==> run_1/io_fan.png <==
Scale: 1 px per micron.
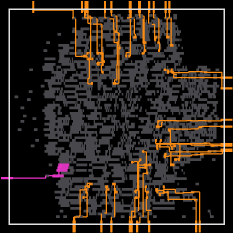
==> run_1/clk_routes.png <==
Scale: 2 px per micron.
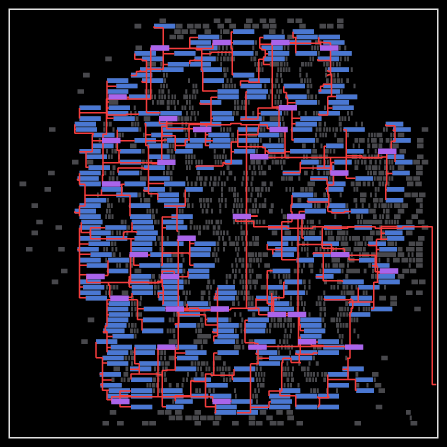
==> run_1/cell_density.png <==
Scale: 2 px per micron. 21 x 21 tiles, from dark blue (low) to red (high), 0 to 100% covered.
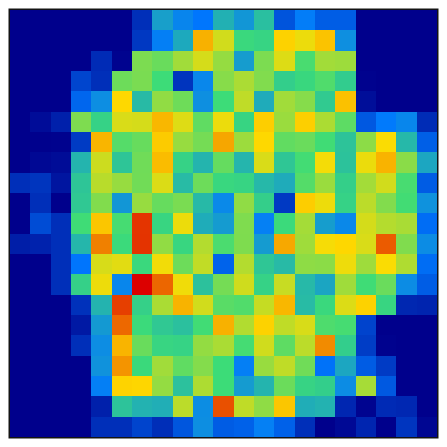
==> run_1/layer_met4.png <==
Scale: 2 px per micron. Supply wires on this layer in gray.
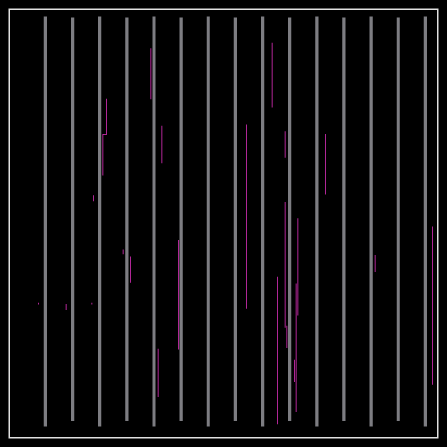
## config.mk

```make
export PLATFORM = sky130hd
export DESIGN_NAME = e203_exu_bjp_resolve_q
export DESIGN_NICKNAME = d
export VERILOG_FILES = /design/src/rtl/e203_exu_bjp_resolve_q.sv
export SDC_FILE = /design/constraint.sdc
export NUM_CORES = 1
export LEC_CHECK = 0
export ABC_AREA = 1
export CAP_MARGIN = 20
export CORE_MARGIN = 4
export CORE_UTILIZATION = 35
export DETAILED_ROUTE_END_ITERATION = 6
export PLACE_DENSITY = 0.6
export REMOVE_ABC_BUFFERS = 1
export SYNTH_ARGS = -nofsm -noshare
export SYNTH_HDL_FRONTEND = slang
export SYNTH_SLANG_ARGS = --single-unit
```

## constraint.sdc

```tcl
create_clock -name clk -period 10.4 [get_ports clk]
set_input_delay 1.04 -clock clk [delete_from_list [all_inputs] [get_ports clk]]
set_output_delay 1.04 -clock clk [all_outputs]
set_load 0.005 [all_outputs]
```

## src/rtl/e203_exu_bjp_resolve_q.sv

```systemverilog
// In-order branch resolution queue: holds predicted branch/jump/fence.i
// records, checks the head against the actual BJP outcome, and raises a
// registered flush with the corrected PC on a mispredict.
module e203_exu_bjp_resolve_q #(
  parameter int XLEN   = 32,
  parameter int DEPTH  = 4,
  parameter int STAT_W = 16
) (
  input  logic                     clk,
  input  logic                     rst,
  input  logic                     enq_valid,
  output logic                     enq_ready,
  input  logic [XLEN-1:0]          enq_pc,
  input  logic                     enq_rv32,
  input  logic                     enq_prdt_taken,
  input  logic [XLEN-1:0]          enq_prdt_tgt,
  input  logic                     res_valid,
  output logic                     res_ready,
  input  logic                     res_bxx,
  input  logic                     res_jump,
  input  logic                     res_fencei,
  input  logic                     res_cmp_res,
  input  logic [XLEN-1:0]          res_tgt,
  output logic                     flush_valid,
  input  logic                     flush_ready,
  output logic [XLEN-1:0]          flush_pc,
  output logic [$clog2(DEPTH):0]   count,
  output logic [STAT_W-1:0]        mispred_cnt
);

  localparam int AW = $clog2(DEPTH);
  localparam int CW = AW + 1;

  typedef struct packed {
    logic [XLEN-1:0] pc;
    logic            rv32;
    logic            prdt_taken;
    logic [XLEN-1:0] prdt_tgt;
  } bjp_rec_t;

  bjp_rec_t        mem [DEPTH];
  bjp_rec_t        head;
  logic [AW-1:0]   wptr, rptr;
  logic            full, empty;
  logic            enq_fire, res_fire;
  logic            act_taken, mispred;
  logic [XLEN-1:0] seq_pc, act_pc;

  assign full      = (count == CW'(DEPTH));
  assign empty     = (count == '0);
  assign enq_ready = !full && !flush_valid;
  assign res_ready = !empty && !flush_valid;
  assign enq_fire  = enq_valid && enq_ready;
  assign res_fire  = res_valid && res_ready;

  // Head outcome: actual direction, next PC, and whether the prediction held.
  always_comb begin
    head      = mem[rptr];
    seq_pc    = head.pc + (head.rv32 ? XLEN'(4) : XLEN'(2));
    act_taken = res_jump || (res_bxx && res_cmp_res);
    act_pc    = res_fencei ? seq_pc : (act_taken ? res_tgt : seq_pc);
    mispred   = res_fencei
             || (act_taken != head.prdt_taken)
             || (act_taken && (res_tgt != head.prdt_tgt));
  end

  // Record storage; contents are don't-care until written, so no reset.
  always_ff @(posedge clk) begin
    if (enq_fire) mem[wptr] <= '{pc: enq_pc, rv32: enq_rv32,
                                 prdt_taken: enq_prdt_taken,
                                 prdt_tgt: enq_prdt_tgt};
  end

  // Pointers, occupancy, flush handshake and mispredict statistics.
  always_ff @(posedge clk or posedge rst) begin
    if (rst) begin
      wptr        <= '0;
      rptr        <= '0;
      count       <= '0;
      flush_valid <= 1'b0;
      flush_pc    <= '0;
      mispred_cnt <= '0;
    end else begin
      // Nothing fires while a flush is pending, so clearing here never
      // races with a new mispredict.
      if (flush_valid && flush_ready) flush_valid <= 1'b0;
      if (res_fire && mispred) begin
        // Drop the head and everything younger, including a same-cycle enqueue.
        flush_valid <= 1'b1;
        flush_pc    <= act_pc;
        rptr        <= rptr + 1'b1;
        wptr        <= rptr + 1'b1;
        count       <= '0;
        if (mispred_cnt != '1) mispred_cnt <= mispred_cnt + 1'b1;
      end else begin
        if (enq_fire) wptr <= wptr + 1'b1;
        if (res_fire) rptr <= rptr + 1'b1;
        count <= count + CW'(enq_fire) - CW'(res_fire);
      end
    end
  end

endmodule

```

==> results.rst, run 1 <==
Implementation results
======================

.. list-table::
   :header-rows: 1

   * - Metric
     - Value
   * - Maximum number of pins on one net before global-route repair
     - 86
   * - Vias per inst
     - 4.87
   * - Sequential fraction of design power
     - 0.388
   * - Critical Path Start
     - rptr[0]
   * - Area of the die
     - 45600 sq um
   * - Worst Setup EP
     - flush_pc[15]
   * - Cell repeated most along the worst path
     - sky130_fd_sc_hd__nand2_1
   * - Worst reg-to-reg path cell count
     - 18
   * - Final critical path time including I/O delays and setup
     - about 5.2 ns
   * - Routed wirelength normalized by instance count
     - roughly 17 microns
   * - Setup-violating endpoint count in the final report
     - 0
   * - Internal power
     - 2.93 mW
   * - Register clock-pin slew on the reported worst setup and hold paths
     - ~0.060 ns
   * - Number of standard cells in the final layout excluding fillers
     - 2249
   * - Placer's final routability congestion estimate
     - ~0.9
   * - Hold Path Cell Cnt
     - 2
   * - Number of logic stages on the critical path including buffering
     - 18
   * - Top logic cell family in the synthesized netlist
     - simple AND/OR/NAND/NOR gates
   * - Register area share after synthesis
     - 0.631
   * - Initial core utilization
     - 0.353
   * - Height of the chip
     - roughly 210 microns
   * - Count of buffers from port buffering
     - approximately 160
   * - Average cell area after synthesis
     - between 9 and 10 sq um
   * - Area figure in the yosys stat output
     - 14800 sq um
   * - Post-cts hold buffer count
     - 0
   * - Combinational group share of total power
     - 0.377
   * - Power attributed to combinational cells
     - 1.78 mW
   * - Synth flops
     - 320
   * - Post-Synth Simple-Gate Area
     - 0.251
   * - Worst setup slack after layout
     - between 5 and 6 ns
   * - Fraction of post-synthesis cell area in the top cell type by area
     - 0.537
   * - CTS tree
     - built
   * - Final-layout setup total negative slack
     - 0 ns
   * - Required time reported for the critical path endpoint
     - 10.80 ns
   * - Worst-path cell chain
     - clkinv_2 > buf_4 > nand2_1 > nand3_1 > nand2_1 > nand2_1 > nand2_1 > nand3_1 > nor2_1 > nand2_1 > nor2_1 > nand2_1 > nand2_1 > nand2_2 > nand2_2 > inv_2 > nand2_1 > nand2_1
   * - Top cells, area
     - sky130_fd_sc_hd__edfxtp_1, sky130_fd_sc_hd__nand2_1, sky130_fd_sc_hd__dfrtp_1
   * - First-pass GRT wire length
     - 59600 microns
   * - Commonest cells in the netlist
     - sky130_fd_sc_hd__nand2_1, sky130_fd_sc_hd__edfxtp_1, sky130_fd_sc_hd__nor2_1, sky130_fd_sc_hd__nand3_1, sky130_fd_sc_hd__inv_1
   * - Post-CTS Setup Repair Bufs
     - 0
   * - Share of the core filled with cells in the final layout
     - 0.428
   * - Largest clock skew in the final design
     - 0.0183 ns
   * - Top logic cells by instance count in the layout
     - sky130_fd_sc_hd__nand2_1, sky130_fd_sc_hd__edfxtp_1, sky130_fd_sc_hd__nor2_1
   * - Most area-hungry cell type in the Yosys netlist
     - sky130_fd_sc_hd__edfxtp_1
   * - Placed instance count
     - 2183
   * - Detailed placement HPWL
     - 25100 microns
   * - Clock Sink Count
     - approximately 320
   * - Minimum hold slack
     - 0.493 ns
   * - Buffer-and-inverter tally for the worst setup path
     - 3
   * - CP max-delay cell
     - sky130_fd_sc_hd__nand2_2
   * - Outcome
     - finished clean
   * - Leak Pwr
     - 7.10 nW
   * - Reported sequential group power
     - 1.83 mW
   * - Number of cells upsized or downsized after cts
     - 0
   * - Worst voltage drop across the vdd grid
     - 0.125 mV
   * - Delay-heaviest family, CP
     - simple AND/OR/NAND/NOR gates
   * - Clock buffers created by TritonCTS
     - 34
   * - Maximum net fanout on the critical path
     - 85
   * - Relative area change from synthesis to final layout
     - 21.3%
   * - Period utilization
     - 0.496
   * - Number of synthesis warnings
     - 0
   * - Clk power
     - 1.11 mW
   * - Area of the placeable core
     - around 42000 sq um
   * - Post-synth ARST share
     - 0.175
   * - Count of instantiated cells in the yosys netlist
     - 1534
   * - Fraction of final layout cells with drive strength greater than 1
     - 0.0492
   * - Startpoint of the worst register-to-register path
     - rptr[0]
   * - Critical R2R Capture
     - flush_pc[15]
   * - Stage-log warning count
     - 28
   * - Area fraction in mux cells
     - 0.00136
   * - Library cell with the highest instance count after synthesis
     - sky130_fd_sc_hd__nand2_1
   * - Top FF cell, synth
     - sky130_fd_sc_hd__edfxtp_1
   * - XOR/XNOR share of the synthesized area
     - 0.0154
   * - Commonest Layout Cell
     - sky130_fd_sc_hd__nand2_1
   * - Placed Instance Area
     - 16800 sq um
   * - Remaining global-route overflow
     - 0
   * - Initial antenna violation count
     - 7
   * - Tally of unique sky130hd cells used after synthesis
     - 35
   * - Final Hold Fails
     - 0
   * - Pre-Repair DR Iteration Count
     - 5
   * - Hold endpoint
     - flush_pc[7]
   * - Top power consumer group
     - registers
   * - Max-capacitance violation count
     - 0
   * - Row count
     - 75
   * - Cell Area, Synth
     - 14800 sq um
   * - Mapped Cells
     - 1534
   * - Path type of the worst min-delay path
     - flip-flop to flip-flop
   * - Flop-to-flop setup slack
     - 5.24 ns
Back to the opening pictures, io_fan.png:
res_tgt: shown in orange, bits 32, direction input, edge 14 north, 10 south, 8 east, end cells 84, buffers 32, wire 2120 microns. enq_rv32: shown in magenta, bits 1, direction input, edge west, end cells 4, buffers 1, wire 67.5 microns.

Back to the opening pictures, clk_routes.png:
flip-flops: shown in blue, count 320. clock wires: shown in red, length 3750 microns. clock drivers: shown in purple, count 34.
There are 35 routed clock nets.
Clock Power Share: 0.236
worst skew pair latency: 0.53 ns

Back to the opening pictures, cell_density.png:
The emptiest ninth of the die: north-west. The fullest tile reaches 100%. 8.6% of the tiles are over 75% full.

Back to the opening pictures, layer_met4.png:
The layer holds 1.8% of the routed length. 16 nets have wire on it. The layer carries 707 microns of wire.
via count: 11000
total wirelength of the detailed-routed design: 38900 microns

## run 1: state kept, by name (all words and copies together), names as in the netlist
name and cells:
count 3, flush_pc 32, flush_valid 1, mem 264, mispred_cnt 16, rptr 2
wptr 2
## run 1: layout make-up
type	count	area [sq um]	share of cell area
Antenna cell	3	7.51	0.000419
Clock buffer	53	962	0.0537
Inverter	108	407	0.0227
Sequential cell	320	9330	0.521
Timing Repair Buffer	174	1750	0.0975
Clock inverter	8	55.1	0.00307
Tap cell	539	674	0.0376
Multi-Input combinational cell	1044	4730	0.264
## run 1: layer usage
layer / global-route usage / vias up / wire length, microns
met1: 0.231 / 5229 / 17300
met2: 0.272 / 265 / 18200
met5: 0 / - / 68
met4: 0.0437 / 10 / 707
li1: - / 5394 / -
met3: 0.0373 / 52 / 2610
==> run 2: changes to the inputs <==
==> constraint.sdc (replaced) <==
create_clock -name clk -period 5 [get_ports clk]
set_input_delay 0.5 -clock clk [delete_from_list [all_inputs] [get_ports clk]]
set_output_delay 0.5 -clock clk [all_outputs]
set_load 0.005 [all_outputs]
==> run_2/cell_density.png <==
Scale: 2 px per micron. 21 x 21 tiles, from dark blue (low) to red (high), 0 to 100% covered.
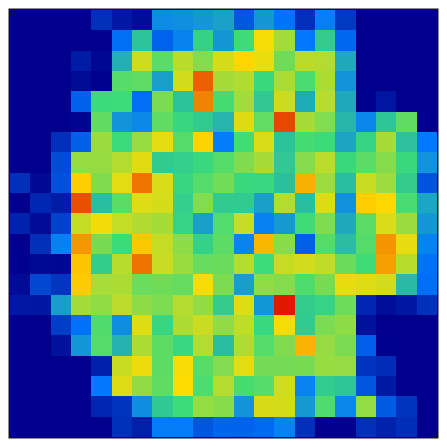
The fullest tile reaches 97%. The mean over all tiles is 38%. The emptiest ninth of the die: north-west. 20% of the tiles are nearly empty. 4.8% of the tiles are over 75% full.

==> run_2/io_fan.png <==
Scale: 1 px per micron.
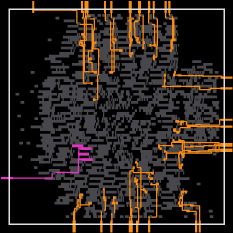
enq_rv32: shown in magenta, bits 1, direction input, edge west, end cells 4, buffers 1, wire 112 microns. res_tgt: shown in orange, bits 32, direction input, edge 14 north, 10 south, 8 east, end cells 84, buffers 32, wire 2020 microns.

==> results.rst, run 2 <==
Implementation results
======================

.. list-table::
   :header-rows: 1

   * - Metric
     - Value
   * - Outcome
     - finished clean
   * - Sequential fraction of design power
     - 0.368
   * - Mapped Cells
     - 1534
   * - Maximum number of pins on one net before global-route repair
     - 139
   * - Top logic cells by instance count in the layout
     - sky130_fd_sc_hd__nand2_1, sky130_fd_sc_hd__edfxtp_1, sky130_fd_sc_hd__nor2_1
   * - Final Hold Fails
     - 0
   * - Fraction of standard cell area in multi-input logic
     - 0.263
   * - Synth flops
     - 320
   * - Fraction of post-synthesis cell area in the top cell type by area
     - 0.537
   * - Clock network share of area
     - 0.0598
   * - Clock Buffer Count
     - 46
   * - Number of synthesis warnings
     - 0
   * - Number of cells upsized or downsized after cts
     - 0
   * - Leak Pwr
     - slightly above 7 nW
   * - XOR/XNOR share of the synthesized area
     - 0.0154
   * - Flop-to-flop setup slack
     - 1.42 ns
   * - Count of instantiated cells in the yosys netlist
     - ~1500
   * - Routed length on met2
     - 18800 microns
   * - Pre-Repair DR Iteration Count
     - 5
   * - Vias per inst
     - 4.85
   * - Worst Setup EP
     - flush_pc[21]
   * - First-pass GRT wire length
     - 59300 microns
   * - Combinational group share of total power
     - 0.389
   * - Hold endpoint
     - flush_pc[25]
   * - Clock Power Share
     - 0.243
   * - Initial core utilization
     - 0.353
   * - Placer's final routability congestion estimate
     - 0.853
   * - Worst voltage drop across the vdd grid
     - 0.411 mV
   * - Detailed placement HPWL
     - 25400 microns
   * - Register clock-pin slew on the reported worst setup and hold paths
     - 0.06 ns
   * - Post-synth ARST share
     - 0.175
   * - Via count
     - 11000
   * - Area fraction in mux cells
     - 0.00136
   * - Routed wirelength normalized by instance count
     - 17.2 microns
   * - Total wirelength of the detailed-routed design
     - 38900 microns
   * - Commonest cells in the netlist
     - sky130_fd_sc_hd__nand2_1, sky130_fd_sc_hd__edfxtp_1, sky130_fd_sc_hd__nor2_1, sky130_fd_sc_hd__nand3_1, sky130_fd_sc_hd__inv_1
   * - Placed instance count
     - about 2200
   * - Library cell with the highest instance count after synthesis
     - sky130_fd_sc_hd__nand2_1
   * - Internal power
     - a little over 6 mW
   * - Cell Area, Synth
     - approximately 15000 sq um
   * - Post-Synth Simple-Gate Area
     - 0.251
   * - Clock Sink Count
     - about 320
   * - Multi-input combinational cell count
     - ~1000
   * - Area of the die
     - 45600 sq um
   * - Top cells, area
     - sky130_fd_sc_hd__edfxtp_1, sky130_fd_sc_hd__nand2_1, sky130_fd_sc_hd__dfrtp_1
   * - Worst setup slack after layout
     - 1.42 ns
   * - Regs by FF count
     - mem: 264 flops, flush_pc: 32 flops, mispred_cnt: 16 flops
   * - Number of flip-flops and latches
     - 320
   * - Wl on met1
     - between 15000 and 20000 microns
   * - Minimum hold slack
     - about 0.48 ns
   * - Met3 WL post-DR
     - around 2500 microns
   * - Final-layout setup total negative slack
     - 0 ns
   * - Number of standard cells in the final layout excluding fillers
     - 2257
   * - Register area share after synthesis
     - 0.631
   * - Non-clock buffer count
     - 179
   * - Area figure in the yosys stat output
     - 14800 sq um
   * - Path type of the worst min-delay path
     - flip-flop to flip-flop
   * - Count of non-CTS inverters in the layout
     - 108
   * - Clock buffers created by TritonCTS
     - 35
   * - Required time reported for the critical path endpoint
     - approximately 5.5 ns
   * - Top layer used by detailed routing
     - met5
   * - Critical R2R Capture
     - flush_pc[21]
   * - Placed Instance Area
     - 16900 sq um
   * - Stage-log warning count
     - 31
   * - Share of the core filled with cells in the final layout
     - 0.430
   * - Area taken by flip-flops and latches
     - 9330 sq um
   * - Setup-violating endpoint count in the final report
     - 0
   * - CTS tree
     - built
   * - Max reg flops
     - 264
   * - Clk power
     - 2.43 mW
   * - Post-cts hold buffer count
     - 0
   * - Worst reg-to-reg path cell count
     - 17
   * - Count of buffers from port buffering
     - approximately 160
   * - Logic area
     - 4730 sq um
   * - Routing usage on met1
     - 0.221
==> run_2/layer_met4.png <==
Scale: 2 px per micron. Supply wires on this layer in gray.
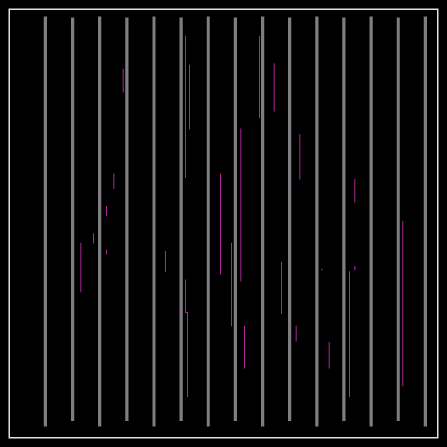
15 nets have wire on it. The layer carries 709 microns of wire. The longest straight run is 82.3 microns. The layer holds 1.8% of the routed length.

## run 2: netlist changes by cell type in the layout (fill, tap and decap cells not counted)
cell / change
sky130_fd_sc_hd__clkbuf_8: -1
sky130_fd_sc_hd__inv_6: +1
sky130_fd_sc_hd__clkinv_4: +1
sky130_fd_sc_hd__clkinv_8: -1
sky130_fd_sc_hd__clkinv_2: +5
sky130_fd_sc_hd__clkinvlp_4: +2
sky130_fd_sc_hd__bufinv_16: +1
sky130_fd_sc_hd__buf_16: -2
sky130_fd_sc_hd__buf_4: +4
sky130_fd_sc_hd__clkinv_1: +1
sky130_fd_sc_hd__buf_12: +3
sky130_fd_sc_hd__clkbuf_16: +1
sky130_fd_sc_hd__clkbuf_1: -7
Power and IR drop assume default switching activity.
